Figure 1. Port wiring (run 1).
Drawn at 4 px/um.
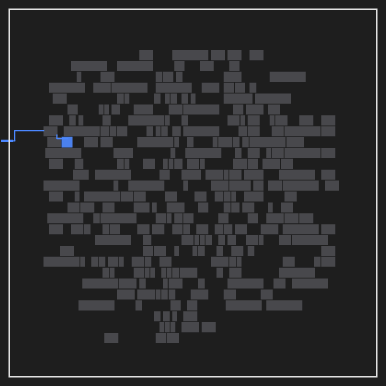
Figure 2. Ports around the boundary (run 1).
Drawn at 3 px/um. Pins as bars across the die edge, other pins in grey.
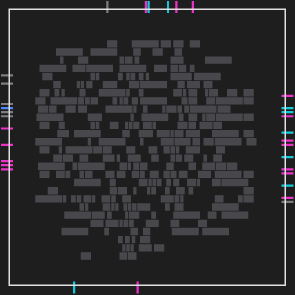
Figure 3. Register map, names as in the netlist (run 1).
Drawn at 3 px/um. Other sequential cells in the stronger grey, the rest of the logic in the fainter grey.
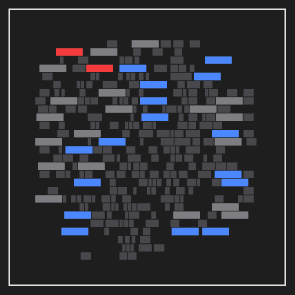
Figure 4. Routed metal, one colour a layer (run 1).
Drawn at 4 px/um.
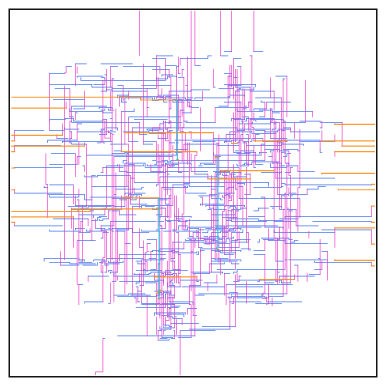
### src/rtl/booth_pkg.sv
// Shared definitions for the Booth multiplier / dot-product accumulator path.
package booth_pkg;

  localparam int unsigned PROD_W_DEF = 8;
  localparam int unsigned ACC_W_DEF  = 16;

  typedef enum logic [0:0] {
    ST_ACCUM,
    ST_HOLD
  } state_e;

  // Largest positive two's-complement value of a w-bit signed number.
  function automatic logic [63:0] sat_max(int unsigned w);
    return (64'd1 << (w - 1)) - 64'd1;
  endfunction

endpackage

### src/rtl/booth_sat_add.sv
// Saturating signed adder: acc + addend, clamped to the ACC_W signed range.
module booth_sat_add
  import booth_pkg::*;
#(
  parameter int unsigned ACC_W = ACC_W_DEF
) (
  input  logic [ACC_W-1:0] acc,
  input  logic [ACC_W-1:0] addend,
  output logic [ACC_W-1:0] sum,
  output logic             ovf
);

  localparam logic [63:0]      MAX64   = sat_max(ACC_W);
  localparam logic [ACC_W-1:0] SAT_MAX = MAX64[ACC_W-1:0];
  localparam logic [ACC_W-1:0] SAT_MIN = ~SAT_MAX;

  logic [ACC_W-1:0] raw;

  assign raw = acc + addend;

  // Overflow only when both operands share a sign and the result sign differs.
  assign ovf = (acc[ACC_W-1] == addend[ACC_W-1]) && (raw[ACC_W-1] != acc[ACC_W-1]);
  assign sum = ovf ? (acc[ACC_W-1] ? SAT_MIN : SAT_MAX) : raw;

endmodule

### src/rtl/booth_dot_accumulator.sv
// Sums groups of LEN signed products with per-add saturation and presents each
// dot-product result on a valid/ready output port.
module booth_dot_accumulator
  import booth_pkg::*;
#(
  parameter int unsigned PROD_W = PROD_W_DEF,
  parameter int unsigned ACC_W  = ACC_W_DEF,
  parameter int unsigned LEN    = 4
) (
  input  logic              clk,
  input  logic              rst,
  input  logic              clr,
  input  logic              in_valid,
  output logic              in_ready,
  input  logic [PROD_W-1:0] in_prod,
  output logic              out_valid,
  input  logic              out_ready,
  output logic [ACC_W-1:0]  out_sum,
  output logic              out_ovf
);

  localparam int unsigned      CNT_W = $clog2(LEN);
  localparam logic [CNT_W-1:0] LAST  = CNT_W'(LEN - 1);

  state_e state_q, state_d;

  logic [ACC_W-1:0] acc_q, acc_next, addend, sum_q;
  logic [CNT_W-1:0] cnt_q;
  logic             ovf_q, add_ovf, sum_ovf_q;
  logic             accept, last_accept;

  assign addend      = ACC_W'($signed(in_prod));
  assign accept      = in_valid & in_ready & ~clr;
  assign last_accept = accept & (cnt_q == LAST);

  booth_sat_add #(
    .ACC_W (ACC_W)
  ) u_sat_add (
    .acc    (acc_q),
    .addend (addend),
    .sum    (acc_next),
    .ovf    (add_ovf)
  );

  always_ff @(posedge clk or negedge rst) begin
    if (!rst) begin
      state_q <= ST_ACCUM;
    end else begin
      state_q <= state_d;
    end
  end

  always_comb begin
    state_d = state_q;
    if (clr) begin
      state_d = ST_ACCUM;
    end else begin
      case (state_q)
        ST_ACCUM: if (last_accept) state_d = ST_HOLD;
        ST_HOLD:  if (out_ready)   state_d = ST_ACCUM;
        default:                   state_d = ST_ACCUM;
      endcase
    end
  end

  always_comb begin
    in_ready  = (state_q == ST_ACCUM);
    out_valid = (state_q == ST_HOLD);
  end

  always_ff @(posedge clk or negedge rst) begin
    if (!rst) begin
      acc_q     <= '0;
      cnt_q     <= '0;
      ovf_q     <= 1'b0;
      sum_q     <= '0;
      sum_ovf_q <= 1'b0;
    end else if (clr) begin
      // Abort drops both the partial group and any held result.
      acc_q     <= '0;
      cnt_q     <= '0;
      ovf_q     <= 1'b0;
      sum_q     <= '0;
      sum_ovf_q <= 1'b0;
    end else if (last_accept) begin
      sum_q     <= acc_next;
      sum_ovf_q <= ovf_q | add_ovf;
      acc_q     <= '0;
      cnt_q     <= '0;
      ovf_q     <= 1'b0;
    end else if (accept) begin
      acc_q <= acc_next;
      cnt_q <= cnt_q + 1'b1;
      ovf_q <= ovf_q | add_ovf;
    end
  end

  assign out_sum = sum_q;
  assign out_ovf = sum_ovf_q;

endmodule
### config.mk
export PLATFORM = sky130hd
export DESIGN_NAME = booth_dot_accumulator
export DESIGN_NICKNAME = d
export VERILOG_FILES = /design/src/rtl/booth_pkg.sv /design/src/rtl/booth_sat_add.sv /design/src/rtl/booth_dot_accumulator.sv
export SDC_FILE = /design/constraint.sdc
export NUM_CORES = 1
export LEC_CHECK = 0
export CORE_MARGIN = 8
export CORE_UTILIZATION = 40
export DETAILED_ROUTE_END_ITERATION = 16
export PLACE_DENSITY = 0.63
export SKIP_CTS_REPAIR_TIMING = 1
export SLEW_MARGIN = 20
export SYNTH_ARGS = -nofsm -noshare
export SYNTH_HDL_FRONTEND = slang
export SYNTH_SLANG_ARGS = --single-unit
### constraint.sdc
create_clock -name clk -period 6.9 [get_ports clk]
set_input_delay 1.035 -clock clk [delete_from_list [all_inputs] [get_ports clk]]
set_output_delay 1.035 -clock clk [all_outputs]
set_load 0.03 [all_outputs]
==> run_results.csv, run 1 <==
group,metric,value,unit
grt,initial_antenna_violation_count,0,
synthesis,post-synth-top-count-cell,"sky130_fd_sc_hd__dfrtp_1",
grt,globalRouteTotalUtil,14.0,%
synthesis,synth.largest_area_cell,"sky130_fd_sc_hd__dfrtp_1",
cts,clock_tree_from_tritoncts,"built",
worst_setup_path,cpMostUsedCell,"sky130_fd_sc_hd__o21ai_0",
cells_and_area,nets,296,
route,post-route-drc-count,0,
synthesis,yosys_warnings,0,
power,power.largest_group,"registers",
sta,timing.final.ws_setup,3.10,ns
worst_setup_path,critical_path_max_stage_delay,0.78,ns
sta,whs,0.487,ns
synthesis,synth.top_cells.by_area,"sky130_fd_sc_hd__dfrtp_1 (41%), sky130_fd_sc_hd__ha_1 (8.8%), sky130_fd_sc_hd__a22o_1 (6.5%)",
worst_setup_path,cpMaxStageDelayCell,"sky130_fd_sc_hd__clkdlybuf4s50_1",
synthesis,async_reset_ff_share,100,%
flow_run,warnings,26,
synthesis,synthSimpleGateAreaFrac,12.2,%
cts,clk_latency,0.29,ns
worst_hold_path,timing.hold.worst_endpoint,"ovf_q",
worst_setup_path,timing.critical_path.arrival,3.97,ns
place,place_area,2640,sq um
worst_setup_path,timing.critical_path.fanout_max,11,
cts,ctsHtreeMaxLevel,2,
cells_and_area,flow.area_growth_from_synthesis,19.7,%
worst_setup_path,r2r-start,"acc_q[10]",
power,power.share.switching,36.0,%
route,detail_route.wl_per_cell,16.6,um
route,m1WireLength,2630,um
cells_and_area,dominant_cells,"multi-input combinational cells",
floorplanning,floorplan.core_area,5510,sq um
synthesis,synthesis.instances,233,
worst_setup_path,critical_path.endpoint,"acc_q[13]",
power,cell_internal_power,0.000406,W
floorplanning,floorplan.io_pins,32,
floorplanning,dieArea,8380,sq um
synthesis,synth_cell_types,49,
worst_setup_path,path_buffers,1,
synthesis,synth_largest_type_area_fraction,40.6,%
cells_and_area,n_sequential_cell,37,
floorplanning,num_rows,27,
grt,wire_length_of_the_first_global_routing_pass,9720,um
route,vias,1910,
floorplanning,initCoreUtil,41.4,%
synthesis,mux_area_share,1.37,%
power,worst_ir_drop_on_vdd,0.000105,V
cells_and_area,lay_top_cells,"sky130_fd_sc_hd__dfrtp_1 (37), sky130_fd_sc_hd__clkdlybuf4s50_1 (30), sky130_fd_sc_hd__nand2_1 (26)",
grt,grt-busiest-layer,"met2",
cts,cell_at_the_root_of_the_clock_tree,"sky130_fd_sc_hd__clkbuf_8",
route,route.detailed.vias_per_inst,5.63,
cells_and_area,layout.cells.non_filler,339,
synthesis,complex_gates_by_area,29.3,%
worst_hold_path,hold_path_startpoint,"ovf_q",
route,drt_first_iter_violations,70,
cells_and_area,antenna_cells,0,
power,clock_power,0.000148,W
flow_run,max-cap-violations,0,
synthesis,yosys-dominant-comb-family,"AND-OR/OR-AND gates",
cells_and_area,final_cell_area,2730,sq um
cells_and_area,multi_input_comb_area,1290,sq um
worst_setup_path,critical_path_class,"primary input to register",
worst_setup_path,end_kind,"register",
cells_and_area,final_layout_size_suffix_gt1_share,8.24,%
place,place_worst_setup_slack,2.79,ns
sta,finalSetupViolCount,0,
cells_and_area,nonClkBufAreaFrac,11.5,%
outcome,outcome,"completed",
power,static-leakage-power,1.22,nW
worst_setup_path,sort_of_element_at_the_start_of_the_critical_path,"primary input",
About Figure 1:
- out_ready: blue (bits 1; direction input; end cells 1; buffers 1; wire 14.4 um)

About Figure 2:
- in_prod: cyan (pins 8; direction input; edge 5 east, 2 north, 1 south)
- out_ready: blue (pins 1; direction input; edge west)
- out_sum: magenta (pins 16; direction output; edge 7 east, 5 west, 3 north, 1 south)
- all pins by edge: 13 east, 11 west, 6 north, 2 south
height of the chip: 91.5 um
Chip Width: 91.5 um
quantity of I/O buffers inserted on ports: 31

About Figure 3:
- cnt_q: red (placed flops 2)
- acc_q: blue (placed flops 16)
Seq area share: 33.9%
Seq. cell area: 926 sq um
power in sequential cells: 0.000249 W

About Figure 4:
- M1: blue (wire length 2630 um)
- M4: cyan (wire length 63.2 um)
- M3: orange (wire length 340 um)
- M2: magenta (wire length 2580 um)

--- run 2 (diff from run 1) ---
clock period = 3.6 ns   (was 6.9 ns; I/O delays follow)
Figure 5. Routed metal, one colour a layer (run 2).
Drawn at 4 px/um.
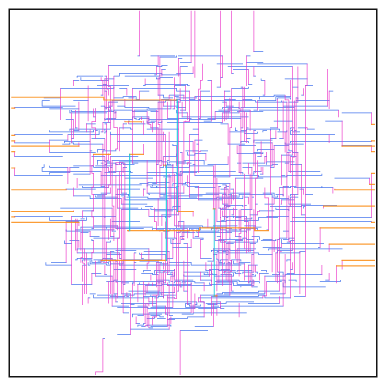
- M2: magenta (wire length 2550 um)
- M1: blue (wire length 2880 um)
- M3: orange (wire length 257 um)
- M4: cyan (wire length 92.5 um)

==> run_results.csv, run 2 <==
group,metric,value,unit
place,place_worst_setup_slack,0.195,ns
synthesis,synth.cells.most_frequent,"sky130_fd_sc_hd__dfrtp_1 (37), sky130_fd_sc_hd__nand2_1 (26), sky130_fd_sc_hd__o21ai_0 (24)",
cts,ctsHtreeMaxLevel,2,
floorplanning,floorplan.core_area,5510,sq um
grt,met3_usage,3.95,%
route,top_layer_used,"met4",
place,portBuffers,31,
synthesis,post_synth_instance_area,2280,sq um
power,power.largest_group,"registers",
cts,clock_sink_count,37,
place,dpl.cell_count,334,
synthesis,complex_gates_by_area,29.3,%
cells_and_area,clock_tree_area_fraction,3.27,%
synthesis,post_synth_fa_ha_maj_area_fraction,10.1,%
synthesis,mux_area_share,1.37,%
worst_setup_path,r2r-start,"acc_q[0]",
power,seq_cell_power,0.000478,W
worst_setup_path,critical_path_cell_count,8,
power,clk_pwr_share,24.2,%
sta,final.min_clock_period,3.08,ns
route,totalWireLength,5780,um
outcome,outcome,"completed",
power,power.share.switching,36.6,%
synthesis,synth_largest_type_area_fraction,40.6,%
route,vias,1928,
synthesis,synth.largest_area_cell,"sky130_fd_sc_hd__dfrtp_1",
worst_setup_path,cpMostUsedCell,"sky130_fd_sc_hd__o21ai_0",
sta,rsz0062_at_grt,"no",
cells_and_area,final_layout_size_suffix_gt1_share,9.26,%
cells_and_area,seq_share,33.6,%
route,drt_first_iter_violations,61,
worst_setup_path,timing.critical_path.cells,"clkdlybuf4s50_1, ha_1, a21oi_1, o21ai_0, a21o_2, o21ai_2, o21ai_0, a22o_1",
cells_and_area,nets,299,
flow_run,max-cap-violations,0,
synthesis,synthSimpleGateAreaFrac,12.2,%
cells_and_area,buffers_excl_clock,35,
worst_setup_path,cpMaxStageDelayCell,"sky130_fd_sc_hd__clkdlybuf4s50_1",
worst_setup_path,critical_path_max_stage_delay,0.80,ns
sta,period_used_share,85.7,%
worst_setup_path,timing.critical_path.arrival,3.28,ns
cells_and_area,n_sequential_cell,37,
cts,clk_path_buf_depth,2,
place,gpl.final_weighted_congestion,0.893,
synthesis,yosys-dominant-comb-family,"AND-OR/OR-AND gates",
synthesis,postSynthRegisterBits,37,
cells_and_area,num-clock-buffers,5,
synthesis,synthFlopType,"sky130_fd_sc_hd__dfrtp_1",
synthesis,post-synth-top-count-cell,"sky130_fd_sc_hd__dfrtp_1",
synthesis,synth.top_cells.by_area,"sky130_fd_sc_hd__dfrtp_1 (41%), sky130_fd_sc_hd__ha_1 (8.8%), sky130_fd_sc_hd__a22o_1 (6.5%)",
route,route.detailed.vias_per_inst,5.64,
power,combinationalPowerShare,36.9,%
sta,finalSetupViolCount,0,
floorplanning,die_h,91.5,um
sta,clock.fmax,0.324,GHz
grt,initial_antenna_violation_count,0,
cells_and_area,final_cell_area,2750,sq um
route,route.antenna.remaining_nets,0,
floorplanning,initCoreUtil,41.4,%
worst_setup_path,critPathLaunch,"in_prod[7]",
route,drt_first_pass_iters,4,
route,detail_route.wl_per_cell,16.9,um
synthesis,enable_flop_cells,0,
sta,timing.slew.headroom,45.4,%
cells_and_area,flow.area_growth_from_synthesis,20.7,%
sta,slew_viol_final,0,
grt,grt_use_met2,21.8,%
power,clock_power,0.000297,W
cells_and_area,nonClkBufAreaFrac,12.2,%
floorplanning,dieArea,8380,sq um
floorplanning,num_rows,27,
worst_setup_path,r2r-end,"acc_q[12]",
cts,clk_slew_on_worst_s_h_paths,0.08,ns
route,met2WireLength,2550,um
route,m1WireLength,2880,um
power,p_seq_share,38.9,%
synthesis,xor_share,3.46,%
power,cell_internal_power,0.000780,W
sta,timing.final.ws_setup,0.515,ns
sta,worst_pin_slew,0.818,ns
cells_and_area,nFillCells,545,
worst_setup_path,sort_of_element_at_the_start_of_the_critical_path,"primary input",
cells_and_area,multi_input_comb_area,1290,sq um
power,switchingPower,0.000450,W
synthesis,yosys_warnings,0,
grt,grtUsageMet1,18.2,%
grt,total_congestion_overflow_after_global_routing,0,
cells_and_area,n_multi_input_combinational_cell,184,
flow_run,warnings,26,
cells_and_area,layout.non_clock_inverters,6,
worst_setup_path,rrSetupSlack,1.05,ns
cts,clk_latency,0.29,ns
synthesis,syn_area_per_cell,9.79,sq um
cells_and_area,final_common_cell,"sky130_fd_sc_hd__dfrtp_1",
power,worst_ir_drop_on_vdd,0.000187,V
synthesis,synth_cell_types,49,
worst_setup_path,path_delay_family,"AND-OR/OR-AND gates",
worst_setup_path,cp.required,3.79,ns
route,post-route-drc-count,0,
cells_and_area,antenna_cells,0,
grt,globalRouteTotalUtil,14.1,%
floorplanning,num_tapcells,72,
floorplanning,floorplan.io_pins,32,
worst_setup_path,critical_path.endpoint,"acc_q[13]",
place,place_area,2660,sq um
grt,grt-busiest-layer,"met2",
cells_and_area,final_util,50.0,%
cts,clock_tree_from_tritoncts,"built",
synthesis,synthesis.instances,233,
sta,whs,0.340,ns
synthesis,fp_nets,263,
worst_setup_path,critical_path_class,"primary input to register",
worst_setup_path,timing.critical_path.fanout_max,11,
sta,fin_tns_setup,0,ns
worst_setup_path,path_buffers,1,
cells_and_area,lay_top_cells,"sky130_fd_sc_hd__dfrtp_1 (37), sky130_fd_sc_hd__clkdlybuf4s50_1 (30), sky130_fd_sc_hd__nand2_1 (26)",
power,post-layout-total-power,0.00123,W
power,power.density,447,nW/um^2
cells_and_area,sh_comb_area,46.8,%
cts,numCtsBuffers,5,
route,wl_met3,256,um
grt,grt_pass1_vias,1986,
power,static-leakage-power,1.24,nW
cells_and_area,dominant_cells,"multi-input combinational cells",
synthesis,async_reset_ff_share,100,%
worst_hold_path,timing.hold.worst.class,"primary input to asynchronous set/reset pin",
worst_setup_path,end_kind,"register",
cells_and_area,layout.cells.non_filler,342,
floorplanning,fp.dieW,91.5,um
cts,cell_at_the_root_of_the_clock_tree,"sky130_fd_sc_hd__clkbuf_8",
sta,finClkSkew,0.0117,ns
synthesis,yosys_area,2280,sq um
grt,wire_length_of_the_first_global_routing_pass,9540,um
cells_and_area,area.sequential,926,sq um
place,dpl.hpwl,4330,um
worst_setup_path,register_to_register_path_depth,8,
power,p_comb,0.000454,W
--- run 3 (diff from run 2) ---
CAP_MARGIN = 25   (was unset)
CORE_ASPECT_RATIO = 0.5   (was unset)
CTS_BUF_LIST = sky130_fd_sc_hd__clkbuf_8   (was unset)
Figure 6. Ports around the boundary (run 3).
Drawn at 3 px/um. Pins as bars across the die edge, other pins in grey.
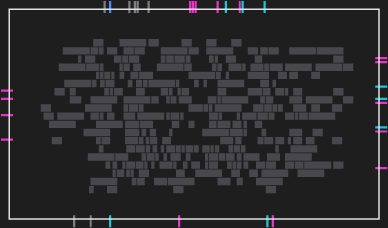
- in_prod: cyan (pins 8; direction input; edge 3 north, 3 east, 2 south)
- out_ready: blue (pins 1; direction input; edge north)
- out_sum: magenta (pins 16; direction output; edge 5 north, 5 east, 4 west, 2 south)
- all pins by edge: 14 north, 8 east, 6 south, 4 west
Chip Width: 123 um
height of the chip: 69.4 um

==> run_results.csv, run 3 <==
group,metric,value,unit
cells_and_area,n_sequential_cell,37,
route,totalWireLength,5840,um
power,post-layout-total-power,0.00123,W
worst_setup_path,cpMaxStageDelayCell,"sky130_fd_sc_hd__clkdlybuf4s50_1",
sta,worst_pin_slew,0.845,ns
worst_setup_path,r2r-start,"acc_q[0]",
worst_setup_path,timing.critical_path.fanout_max,11,
cells_and_area,antenna_cells,0,
sta,finClkSkew,0.00793,ns
cells_and_area,nonClkBufAreaFrac,12.0,%
cells_and_area,seq_share,33.8,%
worst_setup_path,critical_path_max_stage_delay,0.83,ns
power,seq_cell_power,0.000477,W
cts,cell_at_the_root_of_the_clock_tree,"sky130_fd_sc_hd__clkbuf_8",
power,clock_power,0.000293,W
synthesis,post_synth_instance_area,2280,sq um
grt,initial_antenna_violation_count,0,
power,power.largest_group,"registers",
synthesis,syn_area_per_cell,9.79,sq um
synthesis,yosys_warnings,0,
cells_and_area,nets,298,
cts,clock_tree_from_tritoncts,"built",
cells_and_area,final_cell_area,2740,sq um
cells_and_area,dominant_cells,"multi-input combinational cells",
floorplanning,floorplan.core_area,5490,sq um
floorplanning,num_tapcells,73,
place,place_area,2660,sq um
power,combinationalPowerShare,37.4,%
cells_and_area,layout.non_clock_inverters,6,
place,dpl.cell_count,334,
power,cell_internal_power,0.000792,W
cells_and_area,area.sequential,926,sq um
grt,grtUsageMet1,19.8,%
floorplanning,num_rows,19,
place,portBuffers,31,
grt,wire_length_of_the_first_global_routing_pass,9770,um
cts,clock_sink_count,37,
cells_and_area,n_multi_input_combinational_cell,184,
worst_setup_path,r2r-end,"out_sum[14]",
synthesis,mux_area_share,1.37,%
synthesis,post-synth-top-count-cell,"sky130_fd_sc_hd__dfrtp_1",
synthesis,async_reset_ff_share,100,%
worst_setup_path,critical_path_class,"primary input to register",
power,worst_ir_drop_on_vdd,0.000166,V
worst_setup_path,timing.critical_path.arrival,3.43,ns
route,drt_first_pass_iters,4,
sta,fin_tns_setup,0,ns
cells_and_area,final_common_cell,"sky130_fd_sc_hd__dfrtp_1",
power,power.density,448,nW/um^2
route,route.detailed.vias_per_inst,5.62,
synthesis,synthesis.instances,233,
worst_setup_path,end_kind,"register",
grt,grt_use_met2,21.4,%
route,top_layer_used,"met4",
power,switchingPower,0.000437,W
route,met2WireLength,2500,um
sta,finalSetupViolCount,0,
synthesis,post_synth_fa_ha_maj_area_fraction,10.1,%
synthesis,xor_share,3.46,%
outcome,outcome,"completed",
synthesis,synth_largest_type_area_fraction,40.6,%
grt,grt-busiest-layer,"met2",
place,dpl.hpwl,4280,um
worst_setup_path,path_buffers,1,
power,p_comb,0.000459,W
sta,timing.slew.headroom,43.7,%
sta,whs,0.357,ns
cts,numCtsBuffers,5,
worst_setup_path,cp.required,3.77,ns
synthesis,synth.top_cells.by_area,"sky130_fd_sc_hd__dfrtp_1 (41%), sky130_fd_sc_hd__ha_1 (8.8%), sky130_fd_sc_hd__a22o_1 (6.5%)",
route,route.antenna.remaining_nets,0,
floorplanning,initCoreUtil,41.5,%
route,post-route-drc-count,0,
synthesis,yosys-dominant-comb-family,"AND-OR/OR-AND gates",
flow_run,warnings,26,
flow_run,max-cap-violations,0,
floorplanning,dieArea,8520,sq um
synthesis,synthSimpleGateAreaFrac,12.2,%
synthesis,complex_gates_by_area,29.3,%
worst_setup_path,rrSetupSlack,0.98,ns
synthesis,synthFlopType,"sky130_fd_sc_hd__dfrtp_1",
floorplanning,floorplan.io_pins,32,
power,power.share.switching,35.6,%
sta,slew_viol_final,0,
synthesis,synth.cells.most_frequent,"sky130_fd_sc_hd__dfrtp_1 (37), sky130_fd_sc_hd__nand2_1 (26), sky130_fd_sc_hd__o21ai_0 (24)",
worst_hold_path,timing.hold.worst.class,"primary input to asynchronous set/reset pin",
cells_and_area,nFillCells,524,
place,place_worst_setup_slack,0.105,ns
synthesis,synth.yosys.num_cells,233,
grt,met3_usage,3.82,%
cells_and_area,layout.cells.non_filler,341,
cts,clk_path_buf_depth,2,
worst_setup_path,timing.critical_path.cells,"clkdlybuf4s50_1, ha_1, a21oi_1, o21ai_0, a21o_2, o21ai_2, o21ai_0, a22o_1",
synthesis,yosys_area,2280,sq um
synthesis,enable_flop_cells,0,
route,vias,1915,
sta,clock.fmax,0.307,GHz
cells_and_area,final_layout_size_suffix_gt1_share,8.21,%
worst_setup_path,path_delay_family,"AND-OR/OR-AND gates",
power,static-leakage-power,1.24,nW
sta,final.min_clock_period,3.26,ns
cells_and_area,final_util,49.9,%
cells_and_area,flow.area_growth_from_synthesis,20.2,%
cells_and_area,sh_comb_area,47.0,%
worst_setup_path,critPathLaunch,"in_prod[7]",
worst_setup_path,register_to_register_path_depth,8,
worst_setup_path,sort_of_element_at_the_start_of_the_critical_path,"primary input",
route,drt_first_iter_violations,137,
sta,timing.final.ws_setup,0.341,ns
power,p_seq_share,38.8,%
synthesis,postSynthRegisterBits,37,
route,m1WireLength,2890,um
sta,rsz0062_at_grt,"no",
worst_setup_path,critical_path_cell_count,8,
cells_and_area,num-clock-buffers,6,
worst_setup_path,cpMostUsedCell,"sky130_fd_sc_hd__o21ai_0",
No activity file was given, so power comes from the tool's default toggle rates.
